==> images/power_grid.png <==
Scale bar: 100 um. Pins as bars on the die edge.
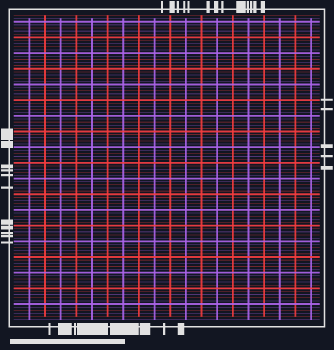
==> images/placement_by_type.png <==
Fill, decap, tap and diode cells in grey.
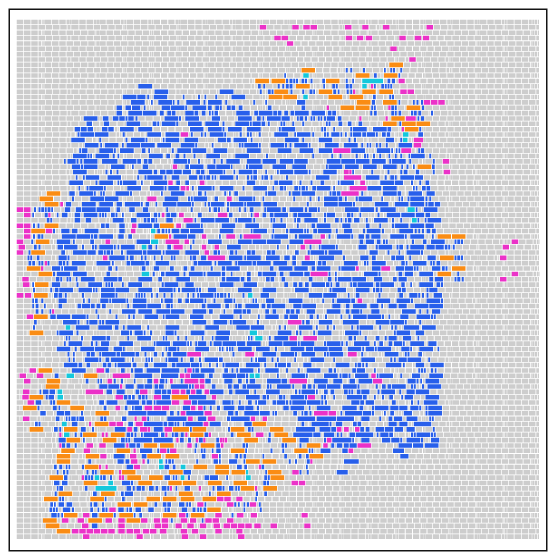
==> images/clk_routes.png <==
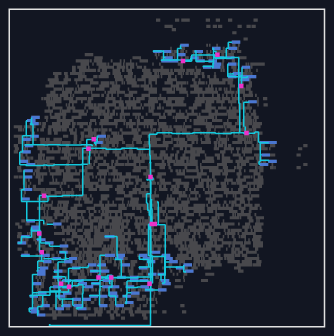
File: config.mk
export PLATFORM = sky130hd
export DESIGN_NAME = idst4_seq_flat
export DESIGN_NICKNAME = d
export VERILOG_FILES = /design/src/rtl/idst4_seq_if.sv /design/src/rtl/idst4_seq.sv /design/src/flat_wrapper.sv
export SDC_FILE = /design/constraint.sdc
export NUM_CORES = 1
export LEC_CHECK = 0
export CAP_MARGIN = 10
export CORE_AREA = 3 3 269 271
export CTS_BUF_LIST = sky130_fd_sc_hd__clkbuf_4
export DETAILED_ROUTE_END_ITERATION = 10
export DIE_AREA = 0 0 272 274
export GPL_TIMING_DRIVEN = 0
export PLACE_DENSITY = 0.52
export SLEW_MARGIN = 20
export SYNTH_ARGS = -nofsm -noshare
export SYNTH_HDL_FRONTEND = slang
export SYNTH_SLANG_ARGS = --single-unit
File: constraint.sdc
create_clock -name clk -period 7.5 [get_ports clk]
set_clock_uncertainty 0.1 [all_clocks]
set_input_delay 0.75 -clock clk [delete_from_list [all_inputs] [get_ports clk]]
set_output_delay 0.75 -clock clk [all_outputs]
set_load 0.1 [all_outputs]
File: src/rtl/idst4_seq_if.sv
// ---------------------------------------------------------------------------
// idst4_seq_if
// Handshake bundle between the coefficient dequantiser, the inverse 4-point
// DST engine and the residual buffer.
//   in_valid  : input beat valid                 (master -> slave)
//   in_ready  : engine can accept a beat         (slave  -> master)
//   in_coef   : signed coefficients Y[0..3]      (master -> slave)
//   out_valid : output beat valid                (slave  -> master)
//   out_ready : downstream accepts the beat      (master -> slave)
//   out_res   : signed reconstructed X[0..3]     (slave  -> master)
// The master modport is the side that feeds coefficients and drains results;
// the slave modport is the engine.
// ---------------------------------------------------------------------------
interface idst4_seq_if #(
  parameter int IN_W  = 16,
  parameter int OUT_W = 16
);
  logic                    in_valid;
  logic                    in_ready;
  logic signed [IN_W-1:0]  in_coef [0:3];
  logic                    out_valid;
  logic                    out_ready;
  logic signed [OUT_W-1:0] out_res [0:3];

  modport master (
    output in_valid, in_coef, out_ready,
    input  in_ready, out_valid, out_res
  );

  modport slave (
    input  in_valid, in_coef, out_ready,
    output in_ready, out_valid, out_res
  );
endinterface

File: src/rtl/idst4_seq.sv
// ---------------------------------------------------------------------------
// idst4_seq
// Inverse 4-point DST-VII (HEVC integer matrix). One 4-term MAC is reused
// over the four matrix columns; each column result is rounded, shifted
// right arithmetically and then narrowed to OUT_W.
//
// Ports:
//   clk   : rising-edge clock
//   rst_n : synchronous active-low reset
//   bus   : idst4_seq_if.slave (in_valid/in_ready/in_coef,
//           out_valid/out_ready/out_res)
//
// Build option:
//   IDST_SAT_EN defined   -> shifted result saturates to the OUT_W range.
//   IDST_SAT_EN undefined -> shifted result wraps to its low OUT_W bits.
//
// Flow: IDLE accepts a beat, CALC spends four cycles (one per output
// sample), OUT holds the block until downstream takes it. A new block is
// never accepted while OUT is held, so back-to-back blocks are 6 cycles apart.
// ---------------------------------------------------------------------------
module idst4_seq #(
  parameter int IN_W    = 16,
  parameter int COEFF_W = 8,
  parameter int ACC_W   = IN_W + COEFF_W + 2,
  parameter int SHIFT   = 7,
  parameter int OUT_W   = 16
) (
  input  logic        clk,
  input  logic        rst_n,
  idst4_seq_if.slave  bus
);

  typedef enum logic [1:0] {
    ST_IDLE = 2'd0,
    ST_CALC = 2'd1,
    ST_OUT  = 2'd2
  } state_t;

  localparam logic signed [ACC_W-1:0] RND_C =
    {{(ACC_W-1){1'b0}}, 1'b1} << (SHIFT - 1);

`ifdef IDST_SAT_EN
  localparam logic signed [ACC_W-1:0] MAX_V =
    {{(ACC_W-OUT_W+1){1'b0}}, {(OUT_W-1){1'b1}}};
  localparam logic signed [ACC_W-1:0] MIN_V =
    {{(ACC_W-OUT_W+1){1'b1}}, {(OUT_W-1){1'b0}}};
`endif

  state_t                  state_r;
  state_t                  state_nxt_s;
  logic [1:0]              idx_r;
  logic                    in_ready_r;
  logic                    out_valid_r;
  logic signed [IN_W-1:0]  coef_r    [0:3];
  logic signed [OUT_W-1:0] out_res_r [0:3];

  logic signed [ACC_W-1:0] acc_s;
  logic signed [ACC_W-1:0] rnd_s;
  logic signed [ACC_W-1:0] coef_ext_s;
  logic signed [ACC_W-1:0] mat_ext_s;
  logic signed [OUT_W-1:0] res_s;
`ifdef IDST_SAT_EN
  logic signed [ACC_W-1:0] sh_s;
`endif

  // DST-VII matrix entry M[k][i]; output i uses column i.
  function automatic logic signed [COEFF_W-1:0] dst_m(input logic [1:0] k,
                                                       input logic [1:0] i);
    logic signed [COEFF_W-1:0] m;
    case ({k, i})
      4'b00_00: m = 8'sd29;
      4'b00_01: m = 8'sd55;
      4'b00_10: m = 8'sd74;
      4'b00_11: m = 8'sd84;
      4'b01_00: m = 8'sd74;
      4'b01_01: m = 8'sd74;
      4'b01_10: m = 8'sd0;
      4'b01_11: m = -8'sd74;
      4'b10_00: m = 8'sd84;
      4'b10_01: m = -8'sd29;
      4'b10_10: m = -8'sd74;
      4'b10_11: m = 8'sd55;
      4'b11_00: m = 8'sd55;
      4'b11_01: m = -8'sd84;
      4'b11_10: m = 8'sd74;
      4'b11_11: m = -8'sd29;
      default:  m = 8'sd0;
    endcase
    return m;
  endfunction

  // Next-state logic.
  always_comb begin
    state_nxt_s = state_r;
    case (state_r)
      ST_IDLE: begin
        if (bus.in_valid && in_ready_r) state_nxt_s = ST_CALC;
        else                            state_nxt_s = ST_IDLE;
      end
      ST_CALC: begin
        if (idx_r == 2'd3) state_nxt_s = ST_OUT;
        else               state_nxt_s = ST_CALC;
      end
      ST_OUT: begin
        if (out_valid_r && bus.out_ready) state_nxt_s = ST_IDLE;
        else                              state_nxt_s = ST_OUT;
      end
      default: state_nxt_s = ST_IDLE;
    endcase
  end

  // Shared MAC over the current column plus the rounding offset.
  always_comb begin
    acc_s      = '0;
    coef_ext_s = '0;
    mat_ext_s  = '0;
    for (int k = 0; k < 4; k++) begin
      coef_ext_s = coef_r[k];
      mat_ext_s  = dst_m(2'(k), idx_r);
      acc_s      = acc_s + coef_ext_s * mat_ext_s;
    end
    rnd_s = acc_s + RND_C;
  end

`ifdef IDST_SAT_EN
  // Arithmetic shift (floor) then saturate to the OUT_W range.
  always_comb begin
    sh_s = rnd_s >>> SHIFT;
    if (sh_s > MAX_V)      res_s = MAX_V[OUT_W-1:0];
    else if (sh_s < MIN_V) res_s = MIN_V[OUT_W-1:0];
    else                   res_s = sh_s[OUT_W-1:0];
  end
`else
  // Arithmetic shift (floor) then keep the low OUT_W bits (two's-complement wrap).
  always_comb begin
    res_s = OUT_W'(rnd_s >>> SHIFT);
  end
`endif

  // State register with registered handshake outputs derived from the next state.
  always_ff @(posedge clk) begin
    if (!rst_n) begin
      state_r     <= ST_IDLE;
      in_ready_r  <= 1'b1;
      out_valid_r <= 1'b0;
    end else begin
      state_r     <= state_nxt_s;
      in_ready_r  <= (state_nxt_s == ST_IDLE);
      out_valid_r <= (state_nxt_s == ST_OUT);
    end
  end

  // Coefficient latch on the input handshake; column index restarts at 0.
  always_ff @(posedge clk) begin
    if (!rst_n) begin
      idx_r <= 2'd0;
      for (int k = 0; k < 4; k++) coef_r[k] <= '0;
    end else if (state_r == ST_IDLE && bus.in_valid && in_ready_r) begin
      idx_r  <= 2'd0;
      coef_r <= bus.in_coef;
    end else if (state_r == ST_CALC) begin
      // Wraps back to 0 after column 3.
      idx_r <= idx_r + 2'd1;
    end
  end

  // Result store: one sample per CALC cycle, held in every other state.
  always_ff @(posedge clk) begin
    if (!rst_n) begin
      for (int k = 0; k < 4; k++) out_res_r[k] <= '0;
    end else if (state_r == ST_CALC) begin
      out_res_r[idx_r] <= res_s;
    end
  end

  assign bus.in_ready  = in_ready_r;
  assign bus.out_valid = out_valid_r;
  assign bus.out_res   = out_res_r;

endmodule
File: src/flat_wrapper.sv
// flat-port wrapper written by rule: the top's interface ports become plain ports
module idst4_seq_flat 
#(
  parameter int IN_W    = 16,
  parameter int COEFF_W = 8,
  parameter int ACC_W   = IN_W + COEFF_W + 2,
  parameter int SHIFT   = 7,
  parameter int OUT_W   = 16
)
  (clk, rst_n, bus_in_valid, bus_in_coef, bus_out_ready, bus_in_ready, bus_out_valid, bus_out_res);
  idst4_seq_if #(.IN_W(IN_W), .OUT_W(OUT_W)) bus_i ();
  input  logic clk;
  input  logic rst_n;
  input wire logic [$bits(bus_i.in_valid)-1:0] bus_in_valid;
  input wire logic [$bits(bus_i.in_coef)-1:0] bus_in_coef;
  input wire logic [$bits(bus_i.out_ready)-1:0] bus_out_ready;
  output wire logic [$bits(bus_i.in_ready)-1:0] bus_in_ready;
  output wire logic [$bits(bus_i.out_valid)-1:0] bus_out_valid;
  output wire logic [$bits(bus_i.out_res)-1:0] bus_out_res;
  assign bus_i.in_valid = bus_in_valid;
  assign bus_i.in_coef = {>>{bus_in_coef}};
  assign bus_i.out_ready = bus_out_ready;
  assign bus_in_ready = bus_i.in_ready;
  assign bus_out_valid = bus_i.out_valid;
  assign bus_out_res = {>>{bus_i.out_res}};
  idst4_seq #(.IN_W(IN_W), .COEFF_W(COEFF_W), .ACC_W(ACC_W), .SHIFT(SHIFT), .OUT_W(OUT_W)) u_core (.clk(clk), .rst_n(rst_n), .bus(bus_i));
endmodule
==> run summary <==
Main metrics from the flow reports.

The flow ran to the end, but the final reports show violations. The final reports fail on negative setup slack. The multi-input combinational cells in the finished layout cover a total of roughly 17000 sq um.

The number of optimization iterations in the first detailed-route pass is 5. The final setup slack of the worst path is -0.376 ns. The count of nets left with antenna violations after detail routing came out at 0. Across the run, the number of max-cap violations was 0.

The number of synthesized register bits came out at ~130. The post-detailed-routing wire length came out at a little under 70000 um. The tightest slew margin relative to the limit is 28.0%.

The deepest level of the CTS H-tree came out at 4. Yosys reports a chip area of 21000 sq um. After filler insertion, the fill cell instance count of the layout stands at approximately 7100. The path class of the tightest hold or removal check is reg2reg. The clock insertion delay at the later pin of the skew report came out at 0.70 ns. The number of instances on the worst hold path is 2. According to the finish report, the design has a final net count of 3190. STA classifies the critical path startpoint as a flip-flop. For the worst setup path, the data required time is between 8 and 9 ns. Clock-pin slew was measured on the worst setup and hold paths at around 0.15 ns. The number of warning messages in the logs came out at 37. The cell with the most instances after synthesis is sky130_fd_sc_hd__inv_1. TritonCTS built the clock tree. The fraction of registers with async set/reset is 0%.

Setup repair after global routing could not meet its margin everywhere. The first global-routing pass estimated 104000 um of wire. The shortest clock period the worst path allows after layout is between 7 and 8 ns.

The total track usage came out at 18.7%. The initial antenna violation count came out at 4. The number of vias after detailed routing is 15600. The worst stage delay on the critical path is roughly 0.57 ns. The final setup violation count came out at roughly 43. The count of flip-flops with a built-in enable after synthesis came out at 0. Counting instances in the post-synthesis netlist gives the leading cell types as 572 x sky130_fd_sc_hd__inv_1, 453 x sky130_fd_sc_hd__fa_1, 275 x sky130_fd_sc_hd__nand2_1, 157 x sky130_fd_sc_hd__ha_1, 147 x sky130_fd_sc_hd__and2_1.
About power_grid.png:
[VDD] red
[VSS] purple
met1 rails: 98
rows: 97

About placement_by_type.png:
[flops] orange | cells: 134
[other buffers and delay cells] magenta | cells: 286
[clock drivers and dummy loads] cyan | cells: 32
[combinational and other logic] blue | cells: 2073

About clk_routes.png:
[clock wires] cyan | length: 2560 um
[clock drivers] magenta | count: 17
[flip-flops] blue | count: 134
flops lie: widely spread
routed clock nets: 18

==> critical path, delay by kind of cell, from the launching register on <==
family / cells / cell delay (ns)
adders and majority gates: 10 / 4.38
AOI/OAI and AO/OA: 6 / 1.39
buffers and inverters: 10 / 0.81
and+or+nand+nor: 3 / 0.48
DFF: 1 / 0.44
xor gates and xnor gates: 1 / 0.20
==> per-layer routing <==
| layer | up-vias | share of wire, % | global-route usage (%) |
|---|---|---|---|
| met5 | - | 0 | 0 |
| met4 | 0 | 2.6 | 5.17 |
| met3 | 60 | 3.9 | 2.32 |
| met2 | 318 | 51 | 32.8 |
| met1 | 8072 | 43 | 24.1 |
| li1 | 7126 | - | - |
==> flip-flops by register name, indices dropped and copies added, names as in the netlist <==
register,count
u_core.coef_r,48
u_core.bus.out_res,64
u_core.idx_r,2
u_core.bus.in_ready,1
u_core.bus.out_valid,1
u_core.coef_ext_s,16
u_core.state_r,2
==> logic make-up (layout without fill, tap and decap cells) <==
| logic type | count (synthesis) | after routing | synth area share, % |
|---|---|---|---|
| and+or+nand+nor | 669 | 669 | 15.8 |
| buffers and inverters | 657 | 891 | 11.8 |
| adders and majority gates | 610 | 610 | 52.6 |
| AOI/OAI and AO/OA | 169 | 169 | 4.74 |
| DFF | 134 | 134 | 12.8 |
| xor gates and xnor gates | 51 | 51 | 2.20 |
| muxes | 1 | 1 | 0.0477 |
| other | 0 | 3 | 0 |
==> timing repair <==
item | in CTS | in global routing
gates cloned | 1 | 0
resized | 193 | 130
pin swaps | 63 | 49
hold buffers | 0 | 0
setup buffers | 57 | 15
setup endpoints to repair | 64 | 60
==> metrics by stage <==
step / utilization, %
finish: 36.9
global route: 36.9
CTS: 36.0
detailed placement: 33.7
global placement: 33.7
floorplan: -
==> final cells by class <==
cell class / instances / area share (%)
diodes: 3 / 0.0290
plain buffers: 82 / 2.79
clock buffers: 17 / 0.493
clock inverters: 15 / 0.692
inverters: 573 / 8.38
multi-input cells: 1500 / 64.9
flip-flops and latches: 134 / 10.4
well taps: 940 / 4.55
repair buffers: 204 / 7.78
==> path summary, 6_finish.rpt <==
kind | startpoint | to | slack (ns)
worst max-delay path | u_core.idx_r[1] | u_core.bus.out_res[11] | -0.38
worst min-delay path | u_core.bus.out_res[4] | u_core.bus.out_res[4] | 0.37
worst max register to register | u_core.idx_r[1] | u_core.bus.out_res[11] | -0.38
worst min register to register | u_core.bus.out_res[4] | u_core.bus.out_res[4] | 0.37
